File: src/rtl/regfile_access_ctrl_if.sv
// rtl/regfile_access_ctrl_if.sv - operand read, writeback and register-file bus bundle
interface regfile_access_ctrl_if;
  logic        i_rd_req_valid;
  logic        o_rd_req_ready;
  logic [4:0]  i_rs1;
  logic [4:0]  i_rs2;
  logic        o_rd_rsp_valid;
  logic        i_rd_rsp_ready;
  logic [31:0] o_rs1_data;
  logic [31:0] o_rs2_data;
  logic        i_wb_valid;
  logic        o_wb_ready;
  logic [4:0]  i_wb_rd;
  logic [31:0] i_wb_data;
  logic [4:0]  o_rf_read_register_1;
  logic [4:0]  o_rf_read_register_2;
  logic [4:0]  o_rf_write_register;
  logic [31:0] o_rf_write_data;
  logic        o_rf_we;
  logic [31:0] i_rf_read_data_1;
  logic [31:0] i_rf_read_data_2;

  modport slave (
    input  i_rd_req_valid, i_rs1, i_rs2, i_rd_rsp_ready,
    input  i_wb_valid, i_wb_rd, i_wb_data,
    input  i_rf_read_data_1, i_rf_read_data_2,
    output o_rd_req_ready, o_rd_rsp_valid, o_rs1_data, o_rs2_data,
    output o_wb_ready, o_rf_read_register_1, o_rf_read_register_2,
    output o_rf_write_register, o_rf_write_data, o_rf_we
  );

  modport master (
    output i_rd_req_valid, i_rs1, i_rs2, i_rd_rsp_ready,
    output i_wb_valid, i_wb_rd, i_wb_data,
    output i_rf_read_data_1, i_rf_read_data_2,
    input  o_rd_req_ready, o_rd_rsp_valid, o_rs1_data, o_rs2_data,
    input  o_wb_ready, o_rf_read_register_1, o_rf_read_register_2,
    input  o_rf_write_register, o_rf_write_data, o_rf_we
  );
endinterface

File: src/rtl/regfile_access_ctrl.sv
// rtl/regfile_access_ctrl.sv - arbitrates operand reads and writebacks onto a 2R1W register file
module regfile_access_ctrl #(
  parameter int unsigned STARVE_LIMIT = 4
) (
  input  logic                  i_clk,
  input  logic                  i_reset,
  regfile_access_ctrl_if.slave  bus
);
  typedef enum logic [1:0] {IDLE, CAPTURE, RESP} state_t;

  localparam logic [2:0] LIMIT = 3'(STARVE_LIMIT);

  state_t      state;
  logic [2:0]  starve_cnt;
  logic [4:0]  rs1_q;
  logic [4:0]  rs2_q;
  logic [31:0] rs1_data;
  logic [31:0] rs2_data;
  logic        rsp_valid;

  logic idle;
  logic wb_wins;
  logic rd_ready;
  logic wb_ready;
  logic rd_accept;
  logic wb_accept;

  // Writes win unless a waiting read has already lost STARVE_LIMIT times in a row.
  assign idle      = (state == IDLE);
  assign wb_wins   = bus.i_wb_valid && (starve_cnt < LIMIT);
  assign rd_ready  = !i_reset && idle && !wb_wins;
  assign wb_ready  = !i_reset && !(idle && bus.i_rd_req_valid && !wb_wins);
  assign rd_accept = bus.i_rd_req_valid && rd_ready;
  assign wb_accept = bus.i_wb_valid && wb_ready;

  assign bus.o_rd_req_ready       = rd_ready;
  assign bus.o_wb_ready           = wb_ready;
  assign bus.o_rf_read_register_1 = rd_accept ? bus.i_rs1 : rs1_q;
  assign bus.o_rf_read_register_2 = rd_accept ? bus.i_rs2 : rs2_q;
  assign bus.o_rf_we              = wb_accept && (bus.i_wb_rd != 5'd0);
  assign bus.o_rf_write_register  = bus.i_wb_rd;
  assign bus.o_rf_write_data      = bus.i_wb_data;
  assign bus.o_rd_rsp_valid       = rsp_valid;
  assign bus.o_rs1_data           = rs1_data;
  assign bus.o_rs2_data           = rs2_data;

  always_ff @(posedge i_clk) begin
    if (i_reset) begin
      state      <= IDLE;
      starve_cnt <= '0;
      rs1_q      <= '0;
      rs2_q      <= '0;
      rs1_data   <= '0;
      rs2_data   <= '0;
      rsp_valid  <= 1'b0;
    end else begin
      if (!bus.i_rd_req_valid || rd_accept) begin
        starve_cnt <= '0;
      end else if (idle && wb_wins) begin
        starve_cnt <= starve_cnt + 3'd1;
      end

      case (state)
        IDLE: begin
          if (rd_accept) begin
            rs1_q <= bus.i_rs1;
            rs2_q <= bus.i_rs2;
            state <= CAPTURE;
          end
        end
        CAPTURE: begin
          // RF read data is held while a write is in flight, so a CAPTURE-cycle write cannot leak in.
          rs1_data  <= (rs1_q == 5'd0) ? 32'd0 : bus.i_rf_read_data_1;
          rs2_data  <= (rs2_q == 5'd0) ? 32'd0 : bus.i_rf_read_data_2;
          rsp_valid <= 1'b1;
          state     <= RESP;
        end
        RESP: begin
          if (bus.i_rd_rsp_ready) begin
            rsp_valid <= 1'b0;
            state     <= IDLE;
          end
        end
        default: state <= IDLE;
      endcase
    end
  end
endmodule

File: src/flat_wrapper.sv
// flat-port wrapper written by rule: the top's interface ports become plain ports
module regfile_access_ctrl_flat 
#(
  parameter int unsigned STARVE_LIMIT = 4
)
  (i_clk, i_reset, bus_i_rd_req_valid, bus_i_rs1, bus_i_rs2, bus_i_rd_rsp_ready, bus_i_wb_valid, bus_i_wb_rd, bus_i_wb_data, bus_i_rf_read_data_1, bus_i_rf_read_data_2, bus_o_rd_req_ready, bus_o_rd_rsp_valid, bus_o_rs1_data, bus_o_rs2_data, bus_o_wb_ready, bus_o_rf_read_register_1, bus_o_rf_read_register_2, bus_o_rf_write_register, bus_o_rf_write_data, bus_o_rf_we);
  regfile_access_ctrl_if bus_i ();
  input  logic i_clk;
  input  logic i_reset;
  input wire logic [$bits(bus_i.i_rd_req_valid)-1:0] bus_i_rd_req_valid;
  input wire logic [$bits(bus_i.i_rs1)-1:0] bus_i_rs1;
  input wire logic [$bits(bus_i.i_rs2)-1:0] bus_i_rs2;
  input wire logic [$bits(bus_i.i_rd_rsp_ready)-1:0] bus_i_rd_rsp_ready;
  input wire logic [$bits(bus_i.i_wb_valid)-1:0] bus_i_wb_valid;
  input wire logic [$bits(bus_i.i_wb_rd)-1:0] bus_i_wb_rd;
  input wire logic [$bits(bus_i.i_wb_data)-1:0] bus_i_wb_data;
  input wire logic [$bits(bus_i.i_rf_read_data_1)-1:0] bus_i_rf_read_data_1;
  input wire logic [$bits(bus_i.i_rf_read_data_2)-1:0] bus_i_rf_read_data_2;
  output wire logic [$bits(bus_i.o_rd_req_ready)-1:0] bus_o_rd_req_ready;
  output wire logic [$bits(bus_i.o_rd_rsp_valid)-1:0] bus_o_rd_rsp_valid;
  output wire logic [$bits(bus_i.o_rs1_data)-1:0] bus_o_rs1_data;
  output wire logic [$bits(bus_i.o_rs2_data)-1:0] bus_o_rs2_data;
  output wire logic [$bits(bus_i.o_wb_ready)-1:0] bus_o_wb_ready;
  output wire logic [$bits(bus_i.o_rf_read_register_1)-1:0] bus_o_rf_read_register_1;
  output wire logic [$bits(bus_i.o_rf_read_register_2)-1:0] bus_o_rf_read_register_2;
  output wire logic [$bits(bus_i.o_rf_write_register)-1:0] bus_o_rf_write_register;
  output wire logic [$bits(bus_i.o_rf_write_data)-1:0] bus_o_rf_write_data;
  output wire logic [$bits(bus_i.o_rf_we)-1:0] bus_o_rf_we;
  assign bus_i.i_rd_req_valid = bus_i_rd_req_valid;
  assign bus_i.i_rs1 = bus_i_rs1;
  assign bus_i.i_rs2 = bus_i_rs2;
  assign bus_i.i_rd_rsp_ready = bus_i_rd_rsp_ready;
  assign bus_i.i_wb_valid = bus_i_wb_valid;
  assign bus_i.i_wb_rd = bus_i_wb_rd;
  assign bus_i.i_wb_data = bus_i_wb_data;
  assign bus_i.i_rf_read_data_1 = bus_i_rf_read_data_1;
  assign bus_i.i_rf_read_data_2 = bus_i_rf_read_data_2;
  assign bus_o_rd_req_ready = bus_i.o_rd_req_ready;
  assign bus_o_rd_rsp_valid = bus_i.o_rd_rsp_valid;
  assign bus_o_rs1_data = bus_i.o_rs1_data;
  assign bus_o_rs2_data = bus_i.o_rs2_data;
  assign bus_o_wb_ready = bus_i.o_wb_ready;
  assign bus_o_rf_read_register_1 = bus_i.o_rf_read_register_1;
  assign bus_o_rf_read_register_2 = bus_i.o_rf_read_register_2;
  assign bus_o_rf_write_register = bus_i.o_rf_write_register;
  assign bus_o_rf_write_data = bus_i.o_rf_write_data;
  assign bus_o_rf_we = bus_i.o_rf_we;
  regfile_access_ctrl #(.STARVE_LIMIT(STARVE_LIMIT)) u_core (.i_clk(i_clk), .i_reset(i_reset), .bus(bus_i));
endmodule
File: config.mk
export PLATFORM = sky130hd
export DESIGN_NAME = regfile_access_ctrl_flat
export DESIGN_NICKNAME = d
export VERILOG_FILES = /design/src/rtl/regfile_access_ctrl_if.sv /design/src/rtl/regfile_access_ctrl.sv /design/src/flat_wrapper.sv
export SDC_FILE = /design/constraint.sdc
export NUM_CORES = 1
export LEC_CHECK = 0
export ABC_AREA = 1
export CORE_ASPECT_RATIO = 1.1
export CORE_MARGIN = 4
export CORE_UTILIZATION = 33
export DETAILED_ROUTE_END_ITERATION = 10
export GPL_TIMING_DRIVEN = 0
export PLACE_DENSITY = 0.87
export SYNTH_ARGS = -nofsm -noshare
export SYNTH_HDL_FRONTEND = slang
export SYNTH_SLANG_ARGS = --single-unit
File: constraint.sdc
create_clock -name i_clk -period 1.4 [get_ports i_clk]
set_input_delay 0.42 -clock i_clk [delete_from_list [all_inputs] [get_ports i_clk]]
set_output_delay 0.42 -clock i_clk [all_outputs]
set_load 0.1 [all_outputs]
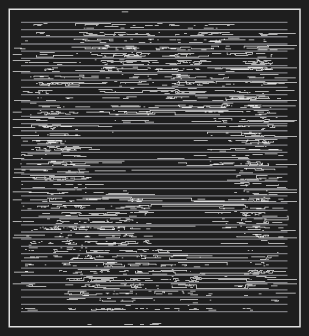
Figure 1: run 1, metal 1.
Supply wires on this layer in gray.
share of all routed wire = 37%
longest straight run = 40.9 um
nets with wire on the layer = 674
main direction = horizontal
wire length on this layer = 4740 um

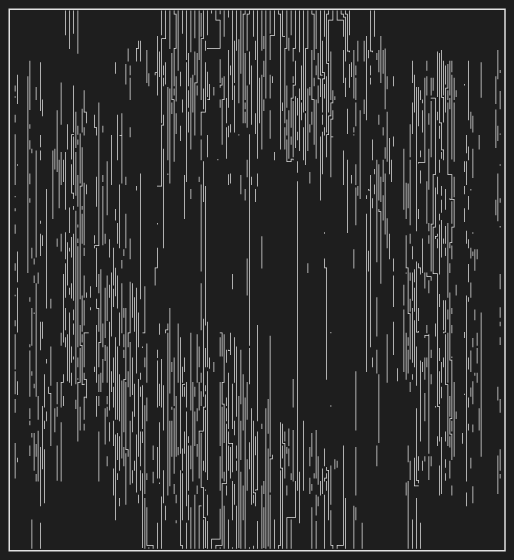
Figure 2: run 1, signal wires on met2.
wire length on this layer = 6780 um
longest straight run = 68.0 um
nets with wire on the layer = 720
met2 GRT Util: 0.349
Detailed Route WL: 12800 um
Vias: 3866

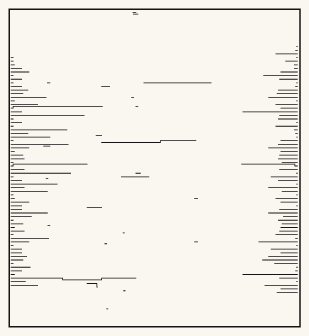
Figure 3: run 1, met3 routing.
main direction = horizontal
longest straight run = 33.6 um
wire length on this layer = 1000 um
met3 Use GR: 0.0553

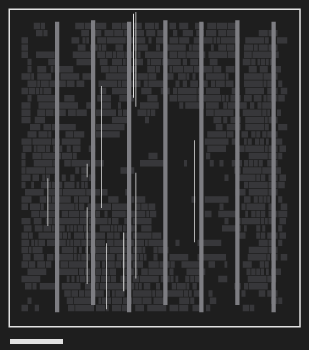
Figure 4: run 1, M4 wires.
Bar = 20 um. Supply wires on this layer in gray.
longest straight run = 45.6 um
main direction = vertical
nets with wire on the layer = 8
wire length on this layer = 287 um
share of all routed wire = 2.2%

==> changes_impl.md, run 1 <==
### Changed

- Ys cells: 456
- WHS Path Cells: 2
- Largest net degree at the start of global routing: 14
- Switching part of the total power: 0.382
- CP startpoint kind: primary input
- Tcrit/Tclk final: 1.45
- Wirelength per Cell: 15.4 um
- Most frequent logic cell in the layout: dfxtp_1
- Outcome: finished with violations
- Area of placed instances: 6010 um^2
- Crit path buf inv count: 4
- Chip Width: 109 um
- Pins Over Slew Limit: 0
- Post-CTS sizing: 771
- Worst Path Required: 980 ps
- Endpoints failing hold: 0
- Failing checks: setup timing
- Top Ports: 231
- Drt pass-1 iters: 4
- Adder Area Share: 0.00339
- # setup viols final: 13
- H-tree Lvls: 3
- Worst Setup EP: bus_o_rf_read_register_1[0]
- Antenna violations before repair: 1
- Hold_ws: 500 ps
- CP endpoint kind: output pin
- Mapped Area: 3690 um^2
- Nonclk buf count: 279
- Most frequent cells after synthesis: nand2_1 (94), dfxtp_1 (80), buf_4 (44)
- Fin crit period: 2030 ps
- Number of enable flip-flop cells: 0
- Slew @ Worst Pin: 494 ps
- Warning count from the yosys run: 0
- Final WS setup: -631 ps
- Power share of the combinational group: 0.369
- Crit path max-delay cell type: dlygate4sd2_1
- Register share after synthesis: 0.434
- Clock-net power: 2.52 mW
- And-or/or-and share of the synthesized area: 0.239
- Leading area contributor after synthesis: dfxtp_1
- Initial Util: 0.338
- Die Height: 119 um
- CP Class: primary input to output pin
- Max clock buf depth: 2
- Mux share: 0
- Ys flops: 80
- First-pass GRT wire length: 19300 um
- Seq pwr share: 0.313
- Total power: 7.93 mW
- GRT met1 Usage: 0.197
Figure 5. Clock wiring as the flow saved it (run 1).
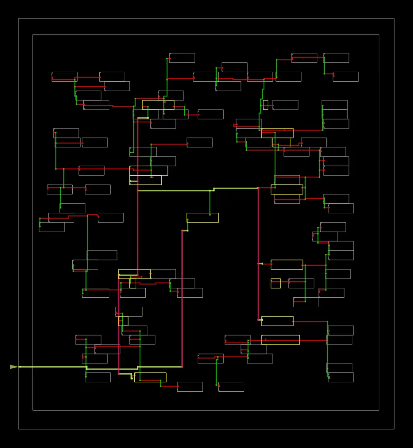

## Run 2: what changed since run 1
CTS_CLUSTER_DIAMETER = 200   (was unset)
SKIP_LAST_GASP = 1   (was unset)
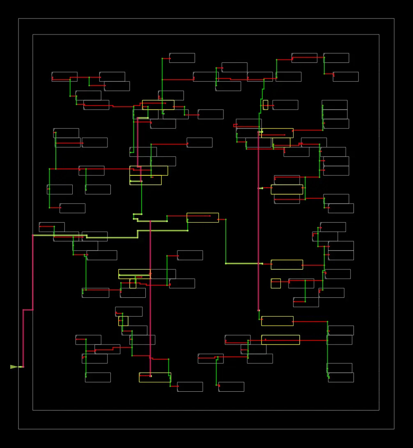
Figure 6: run 2, clock wiring as the flow saved it.
Seq cells: 80
Clock Sinks: 80

==> changes_impl.md, run 2 <==
### Changed

- Hold_ws: 507 ps
- Mapped Area: 3690 um^2
- Adder Area Share: 0.00339
- Pins Over Slew Limit: 0
- Fin crit period: 2060 ps
- Top Ports: 231
- Worst Setup EP: bus_o_rf_read_register_1[0]
- Area of placed instances: 6010 um^2
- Power share of the combinational group: 0.370
- Drt pass-1 iters: 4
- Die Height: 119 um
- Seq pwr share: 0.313
- Outcome: finished with violations
- # setup viols final: 13
- H-tree Lvls: 3
- Leading area contributor after synthesis: dfxtp_1
- Failing checks: setup timing
- Antenna violations before repair: 1
- Total power: 7.95 mW
- Slew @ Worst Pin: 496 ps
- Tcrit/Tclk final: 1.47
- Crit path buf inv count: 4
- Worst Path Required: 980 ps
- Met3 Use GR: 0.0531
- Clock-net power: 2.52 mW
- GRT met1 Usage: 0.200
- WHS Path Cells: 2
- Number of enable flip-flop cells: 0
- Most frequent cells after synthesis: nand2_1 (94), dfxtp_1 (80), buf_4 (44)
- Initial Util: 0.338
- Final WS setup: -662 ps
- Ys flops: 80
- Wirelength per Cell: 15.5 um
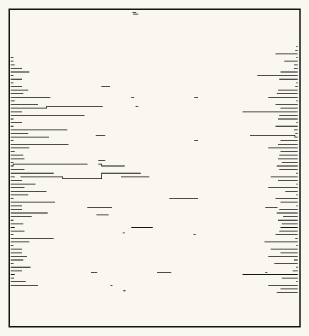
Figure 7: run 2, met3 routing.
share of all routed wire = 7.5%
main direction = horizontal
nets with wire on the layer = 141

Power is estimated from default activity; no workload was simulated.
